### Routing congestion, run 1

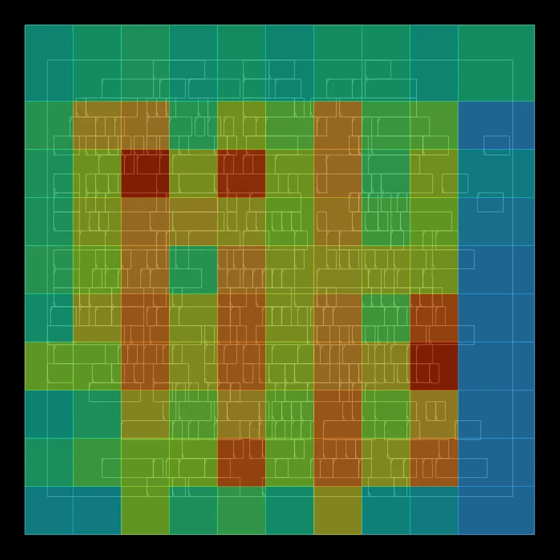
### Met3 routing, run 1

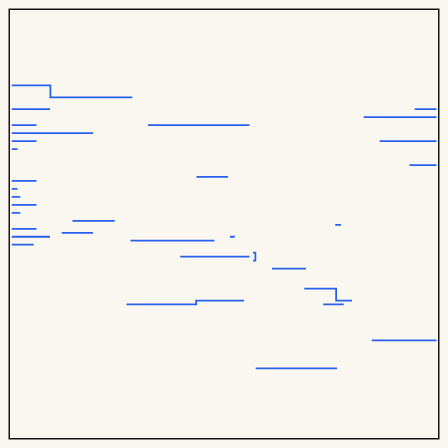
### Wiring by layer, run 1

Only two layers are drawn.
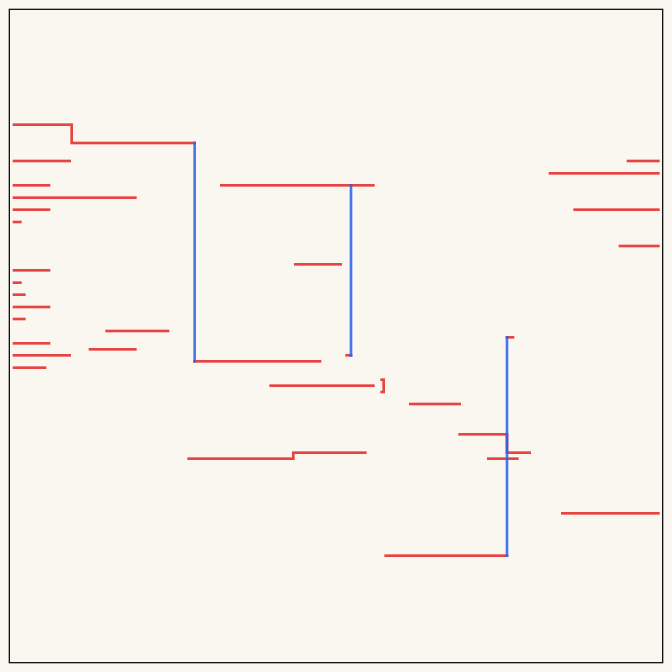
### Where the registers sit, run 1

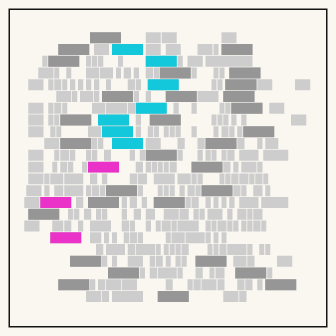
==> config.mk <==
export PLATFORM = sky130hd
export DESIGN_NAME = divisor_7bit_flat
export DESIGN_NICKNAME = d
export VERILOG_FILES = /design/src/rtl/divisor_7bit_if.sv /design/src/rtl/divisor_7bit.sv /design/src/flat_wrapper.sv
export SDC_FILE = /design/constraint.sdc
export NUM_CORES = 1
export LEC_CHECK = 0
export ABC_AREA = 1
export CORE_MARGIN = 3
export CORE_UTILIZATION = 45
export CTS_CLUSTER_SIZE = 28
export DETAILED_ROUTE_END_ITERATION = 10
export GPL_ROUTABILITY_DRIVEN = 1
export PLACE_DENSITY = 0.77
export SETUP_SLACK_MARGIN = 0.3
export SYNTH_ARGS = -nofsm -noshare
export SYNTH_HDL_FRONTEND = slang
export SYNTH_SLANG_ARGS = --single-unit
==> constraint.sdc <==
create_clock -name clk -period 2.65 [get_ports clk]
set_input_delay 0.3975 -clock clk [delete_from_list [all_inputs] [get_ports clk]]
set_output_delay 0.3975 -clock clk [all_outputs]
set_load 0.05 [all_outputs]
==> run_results.csv <==
group,metric,value,unit
logic_synthesis,ff_type,"dfxtp_1",
placed_design,portBuffers,32,
logic_synthesis,numSynthFlops,40,
logic_synthesis,xor_area_share,0.866,%
critical_path,cp_common_cell,"nand2_1",
critical_path,cp.buffers_inverters,3,
final_timing,relSlewSlack,44.8,%
critical_path,start_kind,"register",
final_layout,drive_gt1_share,7.79,%
logic_synthesis,yosysChipArea,2020,sq um
global_route,grt_max_degree,25,
route,dr.pass1.iters,4,
final_timing,fin_tns_setup,0,ns
final_timing,fin_worst_skew,0.00548,ns
clocking,ctsResizeCount,0,
final_timing,finalHoldViolCount,0,
final_timing,min_period,1.98,ns
min_path,hp-class,"register to register",
clocking,insertion_delay,0.30,ns
route,via_per_inst,4.90,
logic_synthesis,synth_cell_types,30,
final_timing,setup_viol,0,
clocking,cts.path.max_buffers,2,
final_timing,post-route-period-util,74.7,%
logic_synthesis,yosysTopAreaCellShare,39.6,%
placed_design,hpwlAfterDp,3380,um
run_status,status,"completed",
final_layout,logic_area,998,sq um
critical_path,crit_path_max_incr_delay,0.39,ns
pwr,p_per_area,679,nW/um^2
final_timing,final_max_slew_viol_count,0,
clocking,h-tree-depth,2,
logic_synthesis,synthCells,287,
pwr,power,0.00169,W
critical_path,path_depth,13,
critical_path,rrSetupSlack,0.67,ns
run,warnings,27,
logic_synthesis,synthTopLogicFamily,"simple AND/OR/NAND/NOR gates",
critical_path,reg2reg_depth,13,
clocking,cts_root_buf,"clkbuf_8",
critical_path,endpoint_kind,"register",
floorplanning,ios,33,
final_layout,areaGrowthSynthToFinish,23.1,%
route,dr.first_iter.drc_count,103,
clocking,cts_made_buffers,5,
logic_synthesis,ys_sh_aoi,9.90,%
global_route,antenna_found_initial,0,
run,maxCapViolCount,0,
logic_synthesis,syn-cell-area,2020,sq um
critical_path,critical_path.slowest_cell,"fa_1",
critical_path,critPathTopFamily,"simple AND/OR/NAND/NOR gates",
logic_synthesis,simple_gate_area_share,32.1,%
logic_synthesis,edf_count,0,
logic_synthesis,synthAdderAreaFrac,6.56,%
global_route,overflow,0,
pwr,ir_worst_vdd,0.474,mV
logic_synthesis,syn_nets,314,
floorplanning,fp_util,48.5,%
logic_synthesis,yosys.area.top_type,"dfxtp_1",
logic_synthesis,area_leaders,"dfxtp_1 (40%), nand2_1 (16%), inv_1 (8.9%)",
final_timing,fmax,0.505,GHz
logic_synthesis,yosys_cells,287,
final_layout,fin_nets,347,
final_layout,fillerInstances,385,
pwr,leakagePower,1.22,nW
clocking,clk_pin_slew,0.08,ns
floorplanning,die_w,73.0,um
critical_path,path_max_fanout,7,
final_layout,final_common_cell,"nand2_1",
final_layout,diodes,0,
floorplanning,coreArea,4170,sq um
critical_path,crit_type,"register to register",
clocking,cts_hold_buffers,0,
route,route.detailed.drc,0,
floorplanning,fp.dieH,73.0,um
critical_path,worstPathRequired,2.85,ns
logic_synthesis,yosys_warnings,0,
placed_design,gp_congestion,0.866,
global_route,first_global_vias,1687,
final_timing,rsz0062_at_grt,"false",
clocking,cts_sinks,40,
floorplanning,dieArea,5330,sq um
logic_synthesis,syn_area_per_cell,7.05,sq um
global_route,grt_pass1_wl,7350,um
floorplanning,num_rows,23,
critical_path,worstPathCellList,"inv_1 -> ha_1 -> fa_1 -> inv_1 -> nand2_1 -> nand2_1 -> nand2_1 -> nand2_1 -> nand2_2 -> nand3_1 -> nand3_1 -> nand2_1 -> inv_1",
clocking,postCtsSetupBuffers,0,
logic_synthesis,ys_seq_share,39.6,%
final_layout,lay_top_cells,"nand2_1 (87), inv_1 (48), dfxtp_1 (40)",
route,ant_nets,0,
min_path,whs_path_depth,2,
clocking,cts_tree,"done",
logic_synthesis,async_flop_share,0,%
critical_path,cp.arrival,2.18,ns
logic_synthesis,mux_share,0,%
final_timing,worst_slew_pin_slew,0.825,ns
Back to the opening pictures, 'Routing congestion':
GRT Util Overall: 17.7%
WL/cell: 11.8 um
GRT busiest layer: met2
met2 usage: 28.8%
Finished Core Util: 59.6%

Back to the opening pictures, 'Met3 routing':
longest straight run: 17.0 um
wire length on this layer: 230 um
main direction: horizontal
share of all routed wire: 5.3%
DR vias: 1819
drt total wl: 4370 um
met3 Track Usage GR: 5.10%

Back to the opening pictures, 'Wiring by layer':
legend:
  M3:
    color: red
    wire_length: 230 um
  M4:
    color: blue
    wire_length: 68.0 um

Back to the opening pictures, 'Where the registers sit':
legend:
  u_core.bus.cociente:
    color: cyan
    sequential_cells: 7
  u_core.count:
    color: magenta
    sequential_cells: 3
not colored: 30
flop share of the area: 32.2%
seq pwr: 0.000670 W
FF+latch area: 801 sq um

==> run 1: where the power goes <==
part,switching (W),internal [W],leakage [nW]
Clock,0.000228,0.000284,0.0548
Sequential,0.0000246,0.000645,0.327
Combinational,0.000325,0.000182,0.837
==> run 1: worst reg2reg max path, cell delays in order (launching register included) <==
cell	delay (ns)
dfxtp_1	0.36
inv_1	0.05
ha_1	0.20
fa_1	0.39
inv_1	0.10
nand2_1	0.09
nand2_1	0.10
nand2_1	0.09
nand2_1	0.08
nand2_2	0.11
nand3_1	0.12
nand3_1	0.08
nand2_1	0.07
inv_1	0.03
==> run 1: through the flow <==
| stage | util, % | instance area (sq um) | worst slack (ns) | std cells | hold slack [ns] |
|---|---|---|---|---|---|
| 2_1_floorplan | - | 2020 | 0.958 | 287 | 0.435 |
| 3_3_place_gp | 56.9 | 2370 | 0.647 | 363 | 0.448 |
| 3_5_place_dp | 56.9 | 2370 | 0.631 | 363 | 0.444 |
| 4_1_cts | 59.6 | 2490 | 0.656 | 371 | 0.456 |
| 5_1_grt | 59.6 | 2490 | 0.477 | 371 | 0.488 |
| 6_report | 59.6 | 2490 | 0.671 | 371 | 0.458 |
==> run 1: layout make-up <==
cell class | instances | area share, %
tap | 50 | 2.51
multi-input combinational | 191 | 40.1
inverter | 49 | 7.39
timing repair buffer | 33 | 13.2
clock buffer | 5 | 2.77
sequential | 40 | 32.2
clock inverter | 3 | 1.86
==> run 1: per-layer routing <==
| layer | wire [um] | share of wire, % | up-vias | track usage, % |
|---|---|---|---|---|
| li1 | - | - | 965 | - |
| met1 | 2060 | 47 | 806 | 22.2 |
| met2 | 2010 | 46 | 42 | 28.8 |
| met3 | 229 | 5.2 | 6 | 5.10 |
| met4 | 68 | 1.6 | 0 | 6.15 |
| met5 | 0 | 0 | - | 0 |
==> run 1: logic make-up after synthesis <==
| group | count (synthesis) |
|---|---|
| flip-flops | 40 |
| adder cells (fa/ha/maj) | 10 |
| AND/OR/NAND/NOR | 147 |
| AND-OR/OR-AND | 32 |
| XOR/XNOR | 2 |
| buffers and inverters | 56 |
==> run 1: synth_stat cells (all sizes together), types with 3 or more instances <==
cell,instances
a21oi,12
a22o,3
buf,5
dfxtp,40
ha,9
inv,49
nand2,92
nand3,28
nor2,21
o21ai,12
o221ai,3
or2,3
Power and IR drop assume default switching activity.
